**src/rtl/seq_divider_pkg.sv**
```systemverilog
// rtl/seq_divider_pkg.sv - shared types and constants for the iterative divider
//
// Contents:
//   state_t       FSM state encoding (IDLE, RUN, FIX)
//   C_Q_ALL_ONES  quotient pattern returned on divide-by-zero (sliced to width)
//   cnt_bits()    iteration counter width for a given operand width
package seq_divider_pkg;

  typedef enum logic [1:0] {
    IDLE = 2'd0,
    RUN  = 2'd1,
    FIX  = 2'd2
  } state_t;

  localparam int unsigned C_MAX_BITS = 64;

  // Widest supported all-ones quotient; users slice the low C_NUM_BITS bits.
  localparam logic [C_MAX_BITS-1:0] C_Q_ALL_ONES = '1;

  // Counter must hold the value C_NUM_BITS.
  function automatic int cnt_bits(input int num_bits);
    return $clog2(num_bits + 1);
  endfunction

endpackage

```
**src/rtl/seq_divider_div_step.sv**
```systemverilog
// rtl/seq_divider_div_step.sv - one combinational restoring-division iteration
//
// Ports:
//   p       in   C_NUM_BITS  current partial remainder (always < b)
//   msb     in   1           next dividend bit shifted into the remainder
//   b       in   C_NUM_BITS  divisor magnitude
//   p_next  out  C_NUM_BITS  partial remainder after this step
//   q_bit   out  1           quotient bit produced by this step
module div_step #(
  parameter int C_NUM_BITS = 24
) (
  input  logic [C_NUM_BITS-1:0] p,
  input  logic                  msb,
  input  logic [C_NUM_BITS-1:0] b,
  output logic [C_NUM_BITS-1:0] p_next,
  output logic                  q_bit
);

  logic [C_NUM_BITS:0]   shifted;
  logic [C_NUM_BITS-1:0] trial;

  assign shifted = {p, msb};

  // When the subtraction succeeds the result is below b, so the low
  // C_NUM_BITS bits of the difference are exact.
  assign trial  = shifted[C_NUM_BITS-1:0] - b;
  assign q_bit  = (shifted >= {1'b0, b});
  assign p_next = q_bit ? trial : shifted[C_NUM_BITS-1:0];

endmodule

```
**src/rtl/seq_divider.sv**
```systemverilog
// rtl/seq_divider.sv - iterative radix-2 restoring divider, signed/unsigned
//
// Ports:
//   CK     in   1           clock, rising edge
//   R      in   1           asynchronous active-high reset
//   E      in   1           clock enable; low freezes all registers
//   START  in   1           request, accepted only in IDLE
//   SGN    in   1           1 = two's-complement operands
//   A      in   C_NUM_BITS  dividend
//   B      in   C_NUM_BITS  divisor
//   BUSY   out  1           operation in progress
//   DONE   out  1           one enabled-cycle result strobe
//   Q      out  C_NUM_BITS  quotient (held between results)
//   REM    out  C_NUM_BITS  remainder (held between results)
//   DZ     out  1           divide-by-zero flag for the current result
module seq_divider
  import seq_divider_pkg::*;
#(
  parameter  int C_NUM_BITS = 24,
  localparam int C_CNT_BITS = cnt_bits(C_NUM_BITS)
) (
  input  logic                  CK,
  input  logic                  R,
  input  logic                  E,
  input  logic                  START,
  input  logic                  SGN,
  input  logic [C_NUM_BITS-1:0] A,
  input  logic [C_NUM_BITS-1:0] B,
  output logic                  BUSY,
  output logic                  DONE,
  output logic [C_NUM_BITS-1:0] Q,
  output logic [C_NUM_BITS-1:0] REM,
  output logic                  DZ
);

  localparam logic [C_CNT_BITS-1:0] C_LAST = C_CNT_BITS'(C_NUM_BITS - 1);

  state_t                state;
  logic [C_CNT_BITS-1:0] cnt;
  logic [C_NUM_BITS-1:0] dvd;    // dividend magnitude, becomes the quotient
  logic [C_NUM_BITS-1:0] bmag;
  logic [C_NUM_BITS-1:0] p;
  logic                  neg_q;
  logic                  neg_r;
  logic                  dz_r;

  logic [C_NUM_BITS-1:0] a_mag;
  logic [C_NUM_BITS-1:0] b_mag;
  logic                  b_zero;
  logic [C_NUM_BITS-1:0] p_next;
  logic                  q_bit;

  assign a_mag  = (SGN && A[C_NUM_BITS-1]) ? -A : A;
  assign b_mag  = (SGN && B[C_NUM_BITS-1]) ? -B : B;
  assign b_zero = (B == '0);

  div_step #(.C_NUM_BITS(C_NUM_BITS)) u_step (
    .p      (p),
    .msb    (dvd[C_NUM_BITS-1]),
    .b      (bmag),
    .p_next (p_next),
    .q_bit  (q_bit)
  );

  always_ff @(posedge CK or posedge R) begin
    if (R) begin
      state <= IDLE;
      cnt   <= '0;
      dvd   <= '0;
      bmag  <= '0;
      p     <= '0;
      neg_q <= 1'b0;
      neg_r <= 1'b0;
      dz_r  <= 1'b0;
      BUSY  <= 1'b0;
      DONE  <= 1'b0;
      Q     <= '0;
      REM   <= '0;
      DZ    <= 1'b0;
    end else if (E) begin
      case (state)
        IDLE: begin
          DONE <= 1'b0;
          if (START) begin
            BUSY  <= 1'b1;
            cnt   <= '0;
            p     <= '0;
            bmag  <= b_mag;
            neg_q <= SGN & (A[C_NUM_BITS-1] ^ B[C_NUM_BITS-1]);
            neg_r <= SGN & A[C_NUM_BITS-1];
            dz_r  <= b_zero;
            // On divide-by-zero the raw dividend is kept so it can be
            // returned unchanged as the remainder.
            dvd   <= b_zero ? A : a_mag;
            state <= b_zero ? FIX : RUN;
          end
        end
        RUN: begin
          p   <= p_next;
          dvd <= {dvd[C_NUM_BITS-2:0], q_bit};
          cnt <= cnt + C_CNT_BITS'(1);
          if (cnt == C_LAST) state <= FIX;
        end
        FIX: begin
          Q     <= dz_r ? C_Q_ALL_ONES[C_NUM_BITS-1:0] : (neg_q ? -dvd : dvd);
          REM   <= dz_r ? dvd : (neg_r ? -p : p);
          DZ    <= dz_r;
          DONE  <= 1'b1;
          BUSY  <= 1'b0;
          state <= IDLE;
        end
        default: state <= IDLE;
      endcase
    end
  end

endmodule

```
**config.mk**
```make
export PLATFORM = sky130hd
export DESIGN_NAME = seq_divider
export DESIGN_NICKNAME = d
export VERILOG_FILES = /design/src/rtl/seq_divider_pkg.sv /design/src/rtl/seq_divider_div_step.sv /design/src/rtl/seq_divider.sv
export SDC_FILE = /design/constraint.sdc
export NUM_CORES = 1
export LEC_CHECK = 0
export ABC_CLOCK_PERIOD_IN_PS = 5100
export CAP_MARGIN = 20
export CORE_MARGIN = 1
export CORE_UTILIZATION = 30
export CTS_BUF_LIST = sky130_fd_sc_hd__clkbuf_2 sky130_fd_sc_hd__clkbuf_4 sky130_fd_sc_hd__clkbuf_8
export CTS_CLUSTER_SIZE = 25
export DETAILED_ROUTE_END_ITERATION = 16
export MAX_ROUTING_LAYER = met4
export SLEW_MARGIN = 25
export SYNTH_ARGS = -nofsm -noshare
export SYNTH_HDL_FRONTEND = slang
export SYNTH_SLANG_ARGS = --single-unit
```
**constraint.sdc**
```tcl
create_clock -name CK -period 5.1 [get_ports CK]
set_input_delay 0.765 -clock CK [delete_from_list [all_inputs] [get_ports CK]]
set_output_delay 0.765 -clock CK [all_outputs]
set_load 0.01 [all_outputs]
```
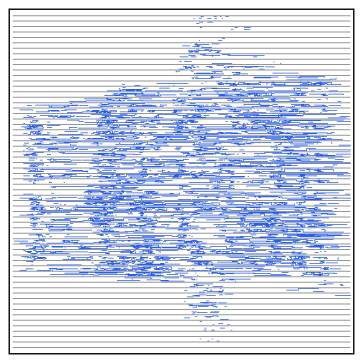
Fig. 1. The metal 1 layer.
Scale: 2 px per um. Supply wires on this layer in grey.
wire length on this layer: 11800 um
main direction: horizontal
share of all routed wire: 51%
longest straight run: 50.1 um
nets with wire on the layer: 1044

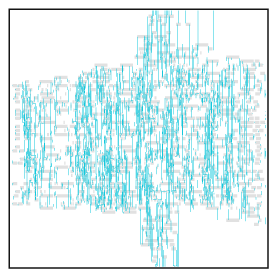
Fig. 2. Met2 routing.
Scale: 1.5 px per um.
wire length on this layer: 10000 um
longest straight run: 46.2 um
nets with wire on the layer: 912
main direction: vertical
share of all routed wire: 43%

==> flow_metrics.tcl <==
# metrics dict for downstream scripts
set metrics [dict create \
    r2r_slack_ns 1.34 \
    ys_seq_frac 0.386 \
    grt_antenna_before_repair 0 \
    syn_area_um2 8610 \
    wl_met2_mm 10.0 \
    vias_per_cell 5.05 \
    path_class "register to register" \
    area_leaders "dfrtp_1, xor2_1, nand2_1" \
    htreeDepth 4 \
    whs_ns 0.472 \
    place_ws_ns 1.35 \
    cp.required_ns 5.48 \
    ys_cells 1026 \
    top_usage_layer "met2" \
    rr_endpoint "p[22]$_DFFE_PP0P_" \
    met3_usage 0.0242 \
    overflow 0 \
    regToRegStartpoint "dvd[23]$_DFFE_PP0P_" \
    drt_first_pass_iters 5 \
    io_pins 104 \
    die_height_um 171 \
    clkLatencyLatePin_ns 0.46 \
    status "complete, no violations" \
    dpl.hpwl_mm 17.4 \
    cp_max_fo 5 \
    cts_resized 0 \
    fin_crit_sh 0.738 \
    fin_area_um2 10300 \
    holdPathEnd "Q[0]$_DFFE_PP0P_" \
    startpoint "dvd[23]$_DFFE_PP0P_" \
    route.met3.wl_mm 1.17 \
    grt_max_degree 65 \
    critPathBufInv 2 \
    power_w 0.00669 \
    synth_area_per_cell_um2 8.40 \
]
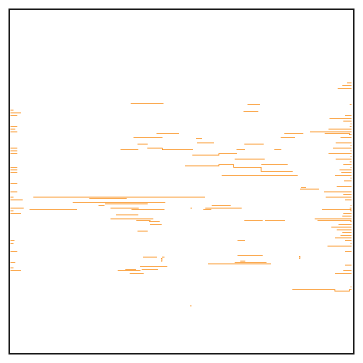
Fig. 3. The metal 3 layer.
Scale: 2 px per um.
wire length on this layer: 1170 um
main direction: horizontal
share of all routed wire: 5.0%

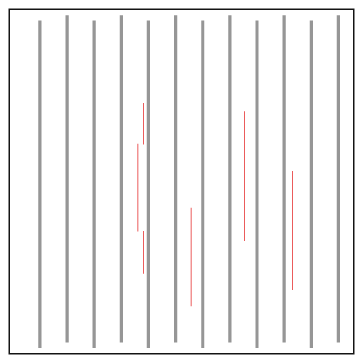
Fig. 4. The metal 4 layer.
Scale: 2 px per um. Supply wires on this layer in grey.
longest straight run: 64.6 um
wire length on this layer: 258 um
share of all routed wire: 1.1%
nets with wire on the layer: 3
main direction: vertical

final cells by class:
class / instances / area, um2 / area share
clock inverters: 10 / 60.1 / 0.00583
multi-input cells: 787 / 4900 / 0.475
clock buffers: 20 / 269 / 0.0261
inverters: 47 / 179 / 0.0174
well taps: 378 / 473 / 0.0459
repair buffers: 112 / 1100 / 0.107
flip-flops and latches: 133 / 3330 / 0.323
cells by family (layout without fill, tap and decap cells):
logic type	after synthesis	count (layout)	share of synthesized area
AND-OR/OR-AND	323	323	0.229
AND/OR/NAND/NOR	310	310	0.164
flip-flops	133	133	0.386
XOR/XNOR	106	106	0.108
buffers and inverters	106	189	0.0475
adder cells (fa/ha/maj)	30	30	0.0444
multiplexers	18	18	0.0212
worst min-delay path, stage by stage (launching register included):
cell	delay (ns)
dfrtp_1	0.35
nand2_1	0.05
nand2_1	0.05
synthesized netlist by cell type (3+ instances only):
cell type,count
a21oi_1,80
or2_2,5
and3_1,4
inv_1,47
dfrtp_1,133
o31ai_1,26
nor2b_1,4
nand4_1,5
xnor2_1,50
or4_1,5
a31oi_1,6
xor2_1,56
buf_2,3
o21bai_1,5
a21o_1,9
or3_1,16
and2_1,4
ha_1,29
nor3_1,12
buf_1,4
o41ai_2,3
mux2i_1,16
clkbuf_1,51
nor2_1,86
nand3b_1,4
nand2b_1,5
nand2_1,127
a32oi_1,7
nor4_1,6
a22o_1,3
o21ai_1,50
nand3_1,15
o211ai_1,3
o21ai_0,80
o22ai_1,11
a22oi_1,13
o41ai_1,8
a211oi_1,3
report_power, final:
| group | switching [W] | leakage (nW) | internal, W | total (W) |
|---|---|---|---|---|
| Combinational | 0.00211 | 2.45 | 0.00170 | 0.00381 |
| Clock | 0.000420 | 0.165 | 0.000355 | 0.000774 |
| Sequential | 0.000599 | 1.70 | 0.00150 | 0.00210 |
No activity file was given, so power comes from the tool's default toggle rates.
